`src/rtl/filter_ctrl_5x5.sv`:
```
// Sequencer for the 5x5 filter line-buffer path: tracks frame/line/pixel position,
// drives line-memory strobes and aligner selects, and delays sync to the pipeline output.
module filter_ctrl_5x5 #(
  parameter int ADDR_WIDTH = 12,
  parameter int MAX_WIDTH  = 1920,
  parameter int PIPE_LAT   = 4
) (
  input  logic                  clk,
  input  logic                  rst,
  input  logic                  i_bypass,
  input  logic                  i_vs,
  input  logic                  i_hs,
  input  logic                  i_de,
  output logic [3:0]            o_mem_wen,
  output logic                  o_mem_ren,
  output logic [ADDR_WIDTH-1:0] o_mem_addr,
  output logic [3:0]            o_conv_wen,
  output logic                  o_conv_ren,
  output logic [2:0]            o_conv_ln_sel,
  output logic [2:0]            o_conv_px_sel,
  output logic                  o_vs,
  output logic                  o_hs,
  output logic                  o_de,
  output logic                  o_ovf
);

  typedef enum logic [1:0] {IDLE, FILL, ACTIVE} state_t;

  localparam logic [ADDR_WIDTH-1:0] MAX_COL  = ADDR_WIDTH'(MAX_WIDTH);
  localparam logic [ADDR_WIDTH-1:0] LAST_COL = ADDR_WIDTH'(MAX_WIDTH - 1);
  localparam logic [ADDR_WIDTH-1:0] FOUR_COL = ADDR_WIDTH'(4);

  state_t                  state_q, state_d;
  logic [2:0]              line_cnt_q, line_cnt_d;
  logic [ADDR_WIDTH-1:0]   col_q, col_d, col_eff;
  logic [1:0]              wr_ptr_q, wr_ptr_d;
  logic                    ovf_q, ovf_d;
  logic                    skip_q, skip_d;
  logic                    vs_prev_q, de_prev_q;
  logic [3:0]              mem_wen_q, mem_wen_d;
  logic                    mem_ren_q, mem_ren_d;
  logic [ADDR_WIDTH-1:0]   mem_addr_q, mem_addr_d;
  logic                    conv_en_q, conv_en_d;
  logic [2:0]              ln_sel_q, ln_sel_d;
  logic [2:0]              px_sel_q, px_sel_d;
  logic [PIPE_LAT:0][2:0]  sync_q, sync_d;
  logic                    vs_rise, de_fall, pix;

  always_comb begin
    state_d    = state_q;
    line_cnt_d = line_cnt_q;
    wr_ptr_d   = wr_ptr_q;
    skip_d     = skip_q;
    vs_rise    = i_vs & ~vs_prev_q;
    de_fall    = de_prev_q & ~i_de;
    col_eff    = vs_rise ? '0 : col_q;
    // skip_q marks the tail of a line that was cut by a frame start; it is not a line
    pix        = i_de && (state_q != IDLE) && !skip_q && !vs_rise;

    mem_wen_d  = (pix && col_q < MAX_COL) ? (4'b0001 << wr_ptr_q) : '0;
    mem_ren_d  = pix && col_q < MAX_COL;
    mem_addr_d = (col_eff >= MAX_COL) ? LAST_COL : col_eff;
    px_sel_d   = (col_eff >= FOUR_COL) ? 3'd4 : col_eff[2:0];
    conv_en_d  = (state_q == ACTIVE) && i_de && (col_q >= FOUR_COL) && !i_bypass && !vs_rise;
    ovf_d      = ovf_q | (pix && col_q >= MAX_COL);

    if (i_de) col_d = (col_q >= MAX_COL) ? col_q : col_q + 1'b1;
    else      col_d = '0;

    if (de_fall) begin
      skip_d = 1'b0;
      if (state_q != IDLE && !skip_q) begin
        if (line_cnt_q != 3'd4) line_cnt_d = line_cnt_q + 3'd1;
        wr_ptr_d = wr_ptr_q + 2'd1;
        if (state_q == FILL && line_cnt_d == 3'd4) state_d = ACTIVE;
      end
    end

    if (vs_rise) begin
      state_d    = FILL;
      line_cnt_d = '0;
      col_d      = '0;
      wr_ptr_d   = '0;
      ovf_d      = 1'b0;
      skip_d     = i_de;
    end

    ln_sel_d = (state_d == ACTIVE) ? {1'b0, wr_ptr_d} : 3'd4;
    sync_d   = {sync_q[PIPE_LAT-1:0], {i_vs, i_hs, i_de}};
  end

  always_ff @(posedge clk or posedge rst) begin
    if (rst) begin
      state_q    <= IDLE;
      line_cnt_q <= '0;
      col_q      <= '0;
      wr_ptr_q   <= '0;
      ovf_q      <= 1'b0;
      skip_q     <= 1'b0;
      vs_prev_q  <= 1'b0;
      de_prev_q  <= 1'b0;
      mem_wen_q  <= '0;
      mem_ren_q  <= 1'b0;
      mem_addr_q <= '0;
      conv_en_q  <= 1'b0;
      ln_sel_q   <= 3'd4;
      px_sel_q   <= '0;
      sync_q     <= '0;
    end else begin
      state_q    <= state_d;
      line_cnt_q <= line_cnt_d;
      col_q      <= col_d;
      wr_ptr_q   <= wr_ptr_d;
      ovf_q      <= ovf_d;
      skip_q     <= skip_d;
      vs_prev_q  <= i_vs;
      de_prev_q  <= i_de;
      mem_wen_q  <= mem_wen_d;
      mem_ren_q  <= mem_ren_d;
      mem_addr_q <= mem_addr_d;
      conv_en_q  <= conv_en_d;
      ln_sel_q   <= ln_sel_d;
      px_sel_q   <= px_sel_d;
      sync_q     <= sync_d;
    end
  end

  assign o_mem_wen     = mem_wen_q;
  assign o_mem_ren     = mem_ren_q;
  assign o_mem_addr    = mem_addr_q;
  assign o_conv_wen    = mem_wen_q;
  assign o_conv_ren    = conv_en_q;
  assign o_conv_ln_sel = ln_sel_q;
  assign o_conv_px_sel = px_sel_q;
  assign o_ovf         = ovf_q;
  assign o_vs          = sync_q[PIPE_LAT][2];
  assign o_hs          = sync_q[PIPE_LAT][1];
  assign o_de          = sync_q[PIPE_LAT][0];

endmodule

```
`config.mk`:
```
export PLATFORM = sky130hd
export DESIGN_NAME = filter_ctrl_5x5
export DESIGN_NICKNAME = d
export VERILOG_FILES = /design/src/rtl/filter_ctrl_5x5.sv
export SDC_FILE = /design/constraint.sdc
export NUM_CORES = 1
export LEC_CHECK = 0
export ABC_AREA = 1
export CORE_AREA = 5 5 81 83
export CTS_CLUSTER_DIAMETER = 100
export CTS_CLUSTER_SIZE = 25
export DETAILED_ROUTE_END_ITERATION = 10
export DIE_AREA = 0 0 86 88
export GPL_TIMING_DRIVEN = 0
export HOLD_SLACK_MARGIN = 0.15
export PLACE_DENSITY = 0.63
export SKIP_LAST_GASP = 1
export SLEW_MARGIN = 20
export SYNTH_ARGS = -nofsm -noshare
export SYNTH_HDL_FRONTEND = slang
export SYNTH_SLANG_ARGS = --single-unit
```
`constraint.sdc`:
```
create_clock -name clk -period 4.55 [get_ports clk]
set_clock_uncertainty 0.05 [all_clocks]
set_input_delay 0.91 -clock clk [delete_from_list [all_inputs] [get_ports clk]]
set_output_delay 0.91 -clock clk [all_outputs]
set_load 0.01 [all_outputs]
```
==> notes.md <==
Results of the run.

The wire length of the first global-routing pass is 7997 um. In the global route stage, overall resource usage came out at 14.03%. STA on the placed design reports a worst setup slack of 2086 ps.

The HPWL after detailed placement is 3147 um. The leakage power of the design is 1.518 nW. Between the synthesized netlist and the finished layout, the area growth was recorded as 29.07%. TritonCTS built the clock tree. The worst min-delay path startpoint is sync_d[8].

The setup path with the least slack is of type register to output pin. The tally of buffers added on design ports is 37. In the synthesized netlist the async set-or-reset flop fraction comes to 100.0%. For hold timing, the worst endpoint is sync_d[11].

Looking at the reg2reg group, the worst path ends at col_q[10]. Ranking logic cells in the layout by count gives the top entries 59 x sky130_fd_sc_hd__dfrtp_1, 37 x sky130_fd_sc_hd__clkdlybuf4s50_1, 31 x sky130_fd_sc_hd__inv_1, 31 x sky130_fd_sc_hd__nand2_1, 27 x sky130_fd_sc_hd__nor2_1. The largest voltage drop on the vdd net is 218.0 uV. The run finished with clean final reports. The die covers 7568 sq um. The die boundary height is 88 um. For reference, the critical path cell chain is clkdlybuf4s50_1. The count of final setup violators is 0. The number of flip-flops and latches in the synthesized netlist is 60. The critical path endpoint has a required time of 3590 ps. The number of setup buffers added after CTS is 0. In the final design database the tool counted 303 nets. The final weighted congestion in routability-driven placement is 0.8122. 0 antenna diodes ended up in the layout.

The period utilization is 51.11%. The number of maximum-capacitance constraint violations is 0. On the worst path, the slowest cell contributes a delay of 520 ps. The max-slew check reports its worst relative slack as 53.83%.

Setup repair after global routing left no endpoint under its margin.
[state kept, by name (all words and copies together) (netlist names)]
signal         flops
col_q             12
o_mem_addr        12
sync_d            12
o_conv_wen         4
line_cnt_q         3
o_conv_ln_sel      3
o_conv_px_sel      3
state_q            2
wr_ptr_q           2
o_conv_ren         1
o_de               1
o_hs               1
o_mem_ren          1
o_ovf              1
o_vs               1
skip_q             1
[layer usage]
metal	vias to the layer above	track usage (%)	wire length, um	part of all wire (%)
li1	846	-	-	-
met1	803	16.97	1942	43
met2	38	22.28	2190	49
met3	9	4.233	253	5.6
met4	0	8.201	121	2.7
met5	-	0	0	0
[final cells by class]
type	instances	area, sq um
multi-input combinational	136	764.5
tap	75	93.84
timing repair buffer	37	370.4
buffer	7	56.30
fill	505	2597
sequential	60	1503
clock buffer	12	155.1
clock inverter	4	95.09
inverter	38	145.1
[through the flow]
| step | total power, mW | instances | instance area [sq um] |
|---|---|---|---|
| final | 1.301 | 369 | 3183 |
| after global routing | 1.368 | 369 | 3183 |
| after CTS | 1.323 | 369 | 3183 |
| after detailed placement | 0.7233 | 353 | 2933 |
| after global placement | 0.7196 | 353 | 2930 |
| after floorplan | 0.6720 | 241 | 2466 |
[kinds of logic (layout without fill, tap and decap cells)]
family / Yosys count / in the layout / share of synthesized area (%)
XOR/XNOR: 1 / 1 / 0.3552
other: 1 / 1 / 0.1521
adder cells (fa/ha/maj): 8 / 8 / 4.059
AND/OR/NAND/NOR: 98 / 98 / 20.04
buffers and inverters: 45 / 98 / 8.067
AND-OR/OR-AND: 28 / 28 / 6.393
flip-flops: 60 / 60 / 60.93
[power by group]
part,internal [mW],switching [mW]
Combinational,0.0562,0.0781
Clock,0.393,0.198
Sequential,0.560,0.0161
[how the worst max path moves through the flow]
stage | startpoint | end | slack (ps)
3_3_place_gp | rst | o_conv_wen[3] | 1100
4_1_cts | o_conv_ln_sel[2] | o_conv_ln_sel[2] | 2200
5_1_grt | o_conv_ln_sel[2] | o_conv_ln_sel[2] | 2190
2_1_floorplan | rst | col_q[0] | 2110
6_report | o_conv_ln_sel[2] | o_conv_ln_sel[2] | 2220
3_5_place_dp | i_vs | o_conv_px_sel[2] | 2090
[synthesized netlist by cell type, types with 2 or more instances]
cell,instances
sky130_fd_sc_hd__dfrtp_1,59
sky130_fd_sc_hd__inv_1,32
sky130_fd_sc_hd__nand2_1,31
sky130_fd_sc_hd__nor2_1,27
sky130_fd_sc_hd__a21oi_1,15
sky130_fd_sc_hd__nand3_1,14
sky130_fd_sc_hd__ha_1,8
sky130_fd_sc_hd__o21ai_0,7
sky130_fd_sc_hd__inv_2,6
sky130_fd_sc_hd__nor3_1,6
sky130_fd_sc_hd__nand4_1,5
sky130_fd_sc_hd__buf_4,4
sky130_fd_sc_hd__nand2_2,4
sky130_fd_sc_hd__nor2_2,4
sky130_fd_sc_hd__o21ai_1,4
sky130_fd_sc_hd__buf_6,2
sky130_fd_sc_hd__nand3_2,2
sky130_fd_sc_hd__nor2_8,2
clock_nets.png
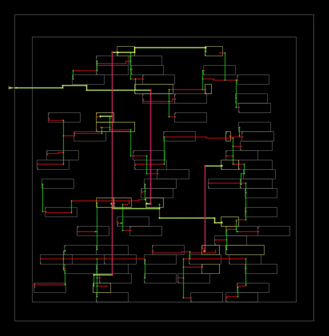
Clock Buffer Count: 12
clock buffer count from CTS: 9
insertion delay of the later-clocked pin in the worst-skew pair: 340 ps
final sequential cell count: 60

m3.png
Drawn at 6 px/um.
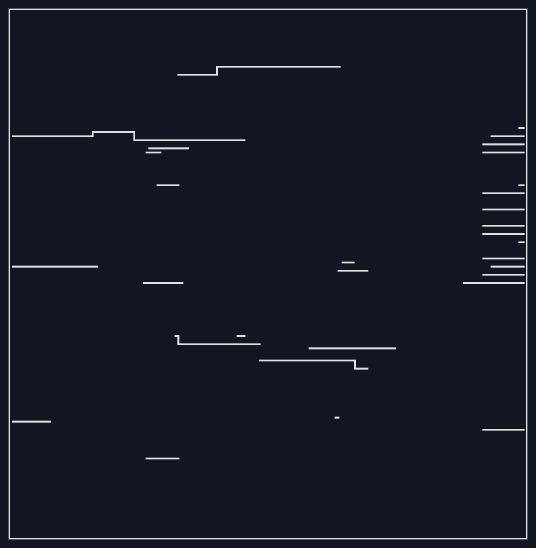
The wires run mostly horizontal. The longest straight run is 20.5 um. 24 nets have wire on it. The layer holds 5.6% of the routed length.
total wire length after detailed routing: 4506 um
GR Layer Usage met3: 4.233%
total number of vias: 1696

gates.png
Drawn at 3 px/um.
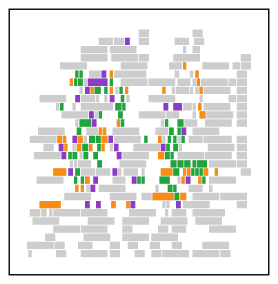
Green is nand cells, cells 57, most used nand2_1. Purple is aoi and oai cells, cells 28, most used a21oi_1. Orange is nor cells, cells 41, most used nor2_1.
combinational share of cell area: 24.02%
most common cell after layout, fill and taps aside: sky130_fd_sc_hd__dfrtp_1
Post-Layout Cell Count: 369

clock_wires.png
Drawn at 6 px/um.
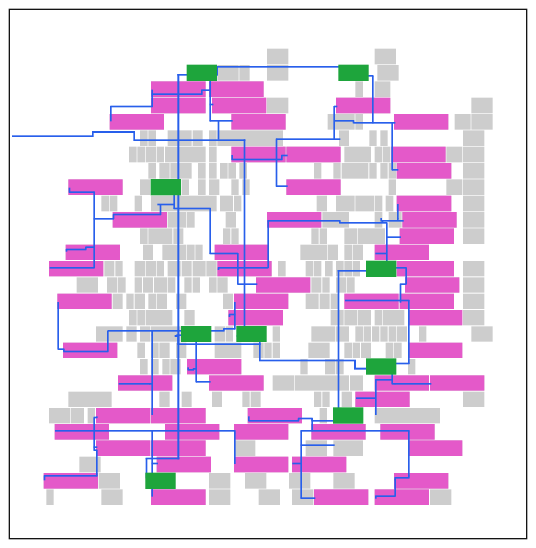
Magenta is flip-flops, count 60. Blue is clock wires, length 769 um. Green is clock-net drivers, count 9.
There are 10 routed clock nets. Position of the flops: spread over the die.
power in the clock group: 591 uW
share of total power in the clock network: 45.4%

Power figures rest on the tool's default switching activity, not on a simulated workload.
